--- config.mk ---
export PLATFORM = sky130hd
export DESIGN_NAME = k2_run_controller
export DESIGN_NICKNAME = d
export VERILOG_FILES = /design/src/rtl/k2_ctrl_pkg.sv /design/src/rtl/k2_prog_mem.sv /design/src/rtl/k2_run_controller.sv
export SDC_FILE = /design/constraint.sdc
export NUM_CORES = 1
export LEC_CHECK = 0
export CORE_MARGIN = 2
export CORE_UTILIZATION = 49
export CTS_BUF_LIST = sky130_fd_sc_hd__clkbuf_2
export CTS_CLUSTER_SIZE = 25
export DETAILED_ROUTE_END_ITERATION = 10
export PLACE_DENSITY = 0.69
export SLEW_MARGIN = 20
export SYNTH_ARGS = -nofsm -noshare
export SYNTH_HDL_FRONTEND = slang
export SYNTH_SLANG_ARGS = --single-unit
export TNS_END_PERCENT = 5
--- constraint.sdc ---
create_clock -name clk -period 4.8 [get_ports clk]
set_input_delay 0.48 -clock clk [delete_from_list [all_inputs] [get_ports clk]]
set_output_delay 0.48 -clock clk [all_outputs]
set_load 0.02 [all_outputs]
--- src/rtl/k2_ctrl_pkg.sv ---
// rtl/k2_ctrl_pkg.sv - shared types and default widths for the K2 run/load controller
package k2_ctrl_pkg;

  localparam int K2_ADDR_BITS = 4;
  localparam int K2_DATA_BITS = 8;
  localparam int K2_CNT_BITS  = 16;

  typedef enum logic [1:0] {
    ST_IDLE = 2'd0,
    ST_LOAD = 2'd1,
    ST_RUN  = 2'd2,
    ST_HALT = 2'd3
  } k2_ctrl_state_t;

endpackage

--- src/rtl/k2_prog_mem.sv ---
// rtl/k2_prog_mem.sv - K2 program memory, synchronous write, asynchronous read, no reset
module k2_prog_mem #(
  parameter int ADDR_BITS = 4,
  parameter int DATA_BITS = 8
) (
  input  logic                 clk,
  input  logic                 we,
  input  logic [ADDR_BITS-1:0] waddr,
  input  logic [DATA_BITS-1:0] wdata,
  input  logic [ADDR_BITS-1:0] raddr,
  output logic [DATA_BITS-1:0] rdata
);

  logic [DATA_BITS-1:0] mem [2**ADDR_BITS];

  always_ff @(posedge clk) begin
    if (we) begin
      mem[waddr] <= wdata;
    end
  end

  assign rdata = mem[raddr];

endmodule

--- src/rtl/k2_run_controller.sv ---
// rtl/k2_run_controller.sv - K2 run/load controller: program load, run/halt/step/breakpoint, cycle counter
module k2_run_controller
  import k2_ctrl_pkg::*;
#(
  parameter int ADDR_BITS = K2_ADDR_BITS,
  parameter int DATA_BITS = K2_DATA_BITS,
  parameter int CNT_BITS  = K2_CNT_BITS
) (
  input  logic                 clk,
  input  logic                 rst_n,
  input  logic                 load_start,
  input  logic                 load_valid,
  input  logic [DATA_BITS-1:0] load_data,
  output logic                 load_ready,
  input  logic                 run_req,
  input  logic                 halt_req,
  input  logic                 step_req,
  input  logic                 bp_en,
  input  logic [ADDR_BITS-1:0] bp_addr,
  input  logic [ADDR_BITS-1:0] ProgramAddress,
  output logic [DATA_BITS-1:0] instruction_data,
  output logic                 cpu_rst_n,
  output logic                 cpu_en,
  output logic                 loaded,
  output logic                 halted,
  output logic [CNT_BITS-1:0]  cycle_count
);

  localparam logic [ADDR_BITS-1:0] PTR_LAST = '1;

  k2_ctrl_state_t       state, state_next;
  logic [ADDR_BITS-1:0] ptr;
  logic                 skip;
  logic                 accept;
  logic                 bp_hit;

  k2_prog_mem #(
    .ADDR_BITS(ADDR_BITS),
    .DATA_BITS(DATA_BITS)
  ) u_mem (
    .clk   (clk),
    .we    (accept),
    .waddr (ptr),
    .wdata (load_data),
    .raddr (ProgramAddress),
    .rdata (instruction_data)
  );

  // skip masks the breakpoint for the first cycle after a resume so it executes once
  assign bp_hit     = bp_en && (ProgramAddress == bp_addr) && !skip;
  assign load_ready = (state == ST_LOAD);
  assign halted     = (state == ST_HALT);

  always_comb begin
    state_next = state;
    cpu_en     = 1'b0;
    accept     = 1'b0;
    case (state)
      ST_IDLE: begin
        if (load_start) begin
          state_next = ST_LOAD;
        end else if (run_req && loaded) begin
          state_next = ST_RUN;
        end
      end
      ST_LOAD: begin
        if (load_valid) begin
          accept = 1'b1;
          if (ptr == PTR_LAST) begin
            state_next = ST_IDLE;
          end
        end
      end
      ST_RUN: begin
        cpu_en = !(bp_hit || halt_req);
        if (!cpu_en) begin
          state_next = ST_HALT;
        end
      end
      ST_HALT: begin
        cpu_en = step_req && !run_req;
        if (load_start) begin
          state_next = ST_LOAD;
        end else if (run_req) begin
          state_next = ST_RUN;
        end
      end
      default: state_next = ST_IDLE;
    endcase
  end

  always_ff @(posedge clk or negedge rst_n) begin
    if (!rst_n) begin
      state       <= ST_IDLE;
      cpu_rst_n   <= 1'b0;
      ptr         <= '0;
      loaded      <= 1'b0;
      skip        <= 1'b0;
      cycle_count <= '0;
    end else begin
      state     <= state_next;
      cpu_rst_n <= (state_next == ST_RUN) || (state_next == ST_HALT);

      // any entry to LOAD restarts the image, so the old program is no longer complete
      if (state != ST_LOAD && state_next == ST_LOAD) begin
        ptr    <= '0;
        loaded <= 1'b0;
      end else if (accept) begin
        ptr <= ptr + 1'b1;
        if (ptr == PTR_LAST) begin
          loaded <= 1'b1;
        end
      end

      if (state == ST_HALT && state_next == ST_RUN) begin
        skip <= 1'b1;
      end else if (state == ST_RUN) begin
        skip <= 1'b0;
      end

      if (state == ST_IDLE && state_next == ST_RUN) begin
        cycle_count <= '0;
      end else if (cpu_en && cycle_count != '1) begin
        cycle_count <= cycle_count + 1'b1;
      end
    end
  end

endmodule

Fig. 1: nets reached from selected ports
Scale bar: 20 um.
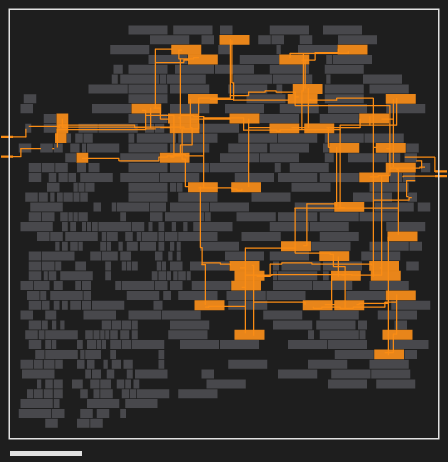
ProgramAddress -> orange  # direction input, edge 2 west, 2 east, end cells 44, buffers 9, wire 1310 um
total I/O pin count: 53
number of port buffers: 52

Fig. 2: clock wires, drivers and flops
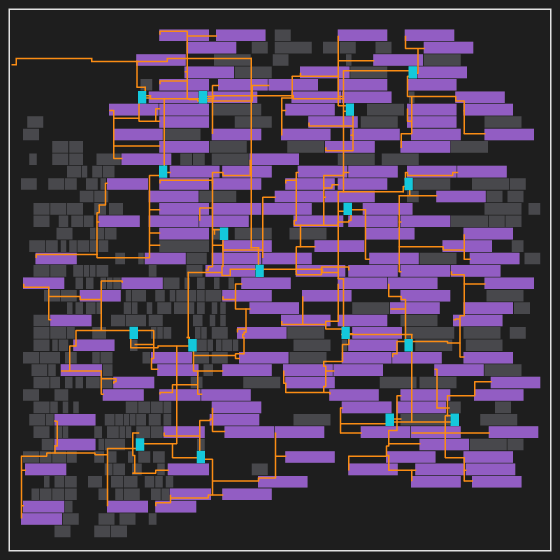
clock wires -> orange  # length 1620 um
clock-net drivers -> cyan  # count 17
flip-flops -> purple  # count 153
flops lie = widely spread

Fig. 3: metal 1
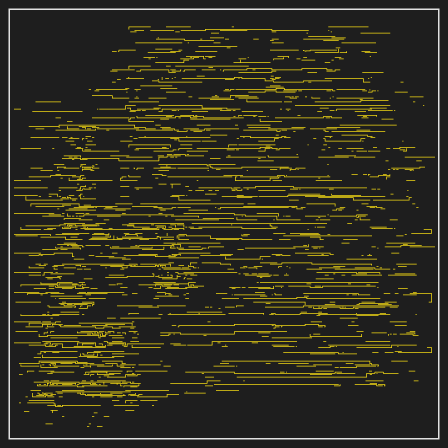
nets with wire on the layer = 424
wire length on this layer = 5670 um

Fig. 4: routing congestion map
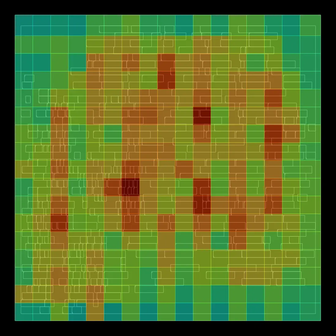
DR WL/cell: 21.3 um
met3 layer usage reported by global route: 4.87%
Core Util, Final: 58.1%
met2 track demand over resource in global routing: 31.0%

==> flow_results.org <==
#+TITLE: Flow metrics

** Status
- Status :: finished, final reports clean

** Routing
- The iteration count recorded for the first detailed-route pass is 5.
- Vias after detailed routing :: 3607
- After the first detailed-routing iteration, the DRC count stood at 275.
- The wire length recorded after detailed routing is 13000 um.
- After detailed routing, the number of vias per cell comes to 5.90.
- The count of nets left with antenna violations once routing finished came out at 0.
- # DRC :: 0

** Power and ir drop
- Registers are responsible for 56.6% of the overall power.
- Share of power burned in the clock network :: 25.7%
- Combinational cells account for 17.7% of the total power.
- The leakage power in the latest report is 2.40 nW.
- The switching component of the power was reported as 0.856 mW.
- Internal power contribution :: 2.17 mW

** Logic synthesis
- For this run, asynchronously set or reset flops after synthesis account for 16.3%.
- Synthesized netlist cell count :: 366
- Count of instantiated cells in the yosys netlist :: 366
- The mapped netlist covers 6410 um2.
- Sequential share of the synthesized area :: 69.7%
- YS chip area :: 6410 um2
- The warning tally printed by Yosys for this design is 0.
- Summed over its instances, the top area cell type makes up 59.9% of the synthesized netlist area.
- Per the synth log, the flip-flop and latch total comes to 153.
- Top cell type by instance count after synthesis :: sky130_fd_sc_hd__edfxtp_1

** Critical path
- Type of origin of the critical path :: primary input
- Data arrival time of the worst path :: 2.85 ns
- Required time of the critical path :: 4.32 ns
- The report shows a maximum critical-path fanout of 33.

** Placed design
- Estimated wirelength of the detail-placed design :: 8320 um
- RD Place Congestion :: 0.776

** Floorplanning
- Die boundary width :: 118 um
- The overall die size recorded for this design is 14000 um2.
- Starting utilization of the core area :: 50.4%

** Clock network
- TritonCTS built the clock tree.
- Maximum root-to-sink buffer count :: 2
- Number of buffers inserted by hold repair at cts :: 0
- Buffers added to address setup during post-CTS repair amount to 0.
- Post-CTS repair changed the size of 0 cells.
- Clock buffers created by TritonCTS :: 17

** Cells and area
- Most numerous logic cell after layout :: sky130_fd_sc_hd__edfxtp_1
- Per the cell usage report, the commonest logic cells after layout are 128 x sky130_fd_sc_hd__edfxtp_1, 51 x sky130_fd_sc_hd__clkdlybuf4s50_1, 40 x sky130_fd_sc_hd__mux4_2.
- The final layout report lists a filler cell count of 1017.

** Worst hold path
- Path type of the worst min-delay path :: in2async

** Final timing
- Setup repair after global routing left no endpoint under its margin.
- The worst pin sits at a relative slew slack of 29.7%.
- Post-route minimum period :: 3.33 ns
- Worst Hold Margin :: 0.112 ns
- Total Negative Setup Slacks :: 0 ns
- Setup violators final :: 0
- Dividing the final minimum period by the clock period gives 69.3%.

** Job
- Across all stage logs, warnings added up to 29.

** Global route
- The via count of the first global-routing pass came to 3666.
- For this run the aggregate overflow at the end of global routing stands at 0.
==> power by group through the flow <==
| stage | sequential [mW] | clock, mW | combinational (mW) |
|---|---|---|---|
| floorplan | 1.73 | 0 | 0.299 |
| global placement | 1.73 | 0 | 0.528 |
| detailed placement | 1.74 | 0 | 0.539 |
| CTS | 1.71 | 0.794 | 0.541 |
| global route | 1.74 | 0.847 | 0.585 |
| finish | 1.71 | 0.777 | 0.537 |
==> worst max-delay path, cell delays in order <==
cell	delay (ns)
sky130_fd_sc_hd__clkdlybuf4s50_1	0.45
sky130_fd_sc_hd__buf_4	0.41
sky130_fd_sc_hd__mux4_2	0.41
sky130_fd_sc_hd__mux4_2	0.50
sky130_fd_sc_hd__clkdlybuf4s50_1	0.57
==> final cells by class <==
type | instances | area [um2] | share of cell area, %
tap | 172 | 215 | 2.91
clock buffer | 18 | 90.1 | 1.22
inverter | 8 | 32.5 | 0.440
sequential | 153 | 4470 | 60.5
multi-input combinational | 186 | 1830 | 24.8
timing repair buffer | 60 | 576 | 7.78
clock inverter | 14 | 180 | 2.44
==> final timing paths <==
path / startpoint / end / slack [ns] / depth (start not counted)
min reg2reg: loaded / loaded / 0.55 / 1
max: ProgramAddress[1] / instruction_data[4] / 1.47 / 5
min in group clk: ProgramAddress[0] / state[0] / 0.44 / 5
min: rst_n / cpu_rst_n / 0.11 / 2
max in group asynchronous: rst_n / cycle_count[14] / 4.42 / 2
max reg2reg: state[1] / u_mem.mem[0][1] / 2.38 / 4
==> cells by family (layout without fill, tap and decap cells) <==
logic type / after synthesis / in the layout / share of synthesized area, %
and+or+nand+nor: 85 / 85 / 7.08
xor gates and xnor gates: 7 / 7 / 0.956
muxes: 42 / 42 / 14.4
AOI/OAI and AO/OA: 47 / 47 / 4.78
adders and majority gates: 5 / 5 / 0.975
DFF: 153 / 153 / 69.7
buffers and inverters: 27 / 100 / 2.17
==> per-stage QoR <==
| step | util, % | power, mW | std cells | setup slack [ns] |
|---|---|---|---|---|
| floorplan | - | 2.03 | 366 | 2.36 |
| global placement | 56.0 | 2.26 | 579 | 1.44 |
| detailed placement | 56.0 | 2.28 | 579 | 1.46 |
| CTS | 58.1 | 3.05 | 611 | 1.46 |
| global route | 58.1 | 3.17 | 611 | 1.35 |
| finish | 58.1 | 3.03 | 611 | 1.47 |
==> routing by layer <==
layer / global-route usage (%) / wire [um]
met5: 0 / 0
met4: 7.44 / 173
met3: 4.87 / 806
met2: 31.0 / 6370
met1: 27.7 / 5670
==> sequential cells by signal (all words and copies together) (netlist names) <==
name         cells
state            2
loaded           1
cpu_rst_n        1
cycle_count     16
ptr              4
skip             1
u_mem.mem      128
Power figures rest on the tool's default switching activity, not on a simulated workload.
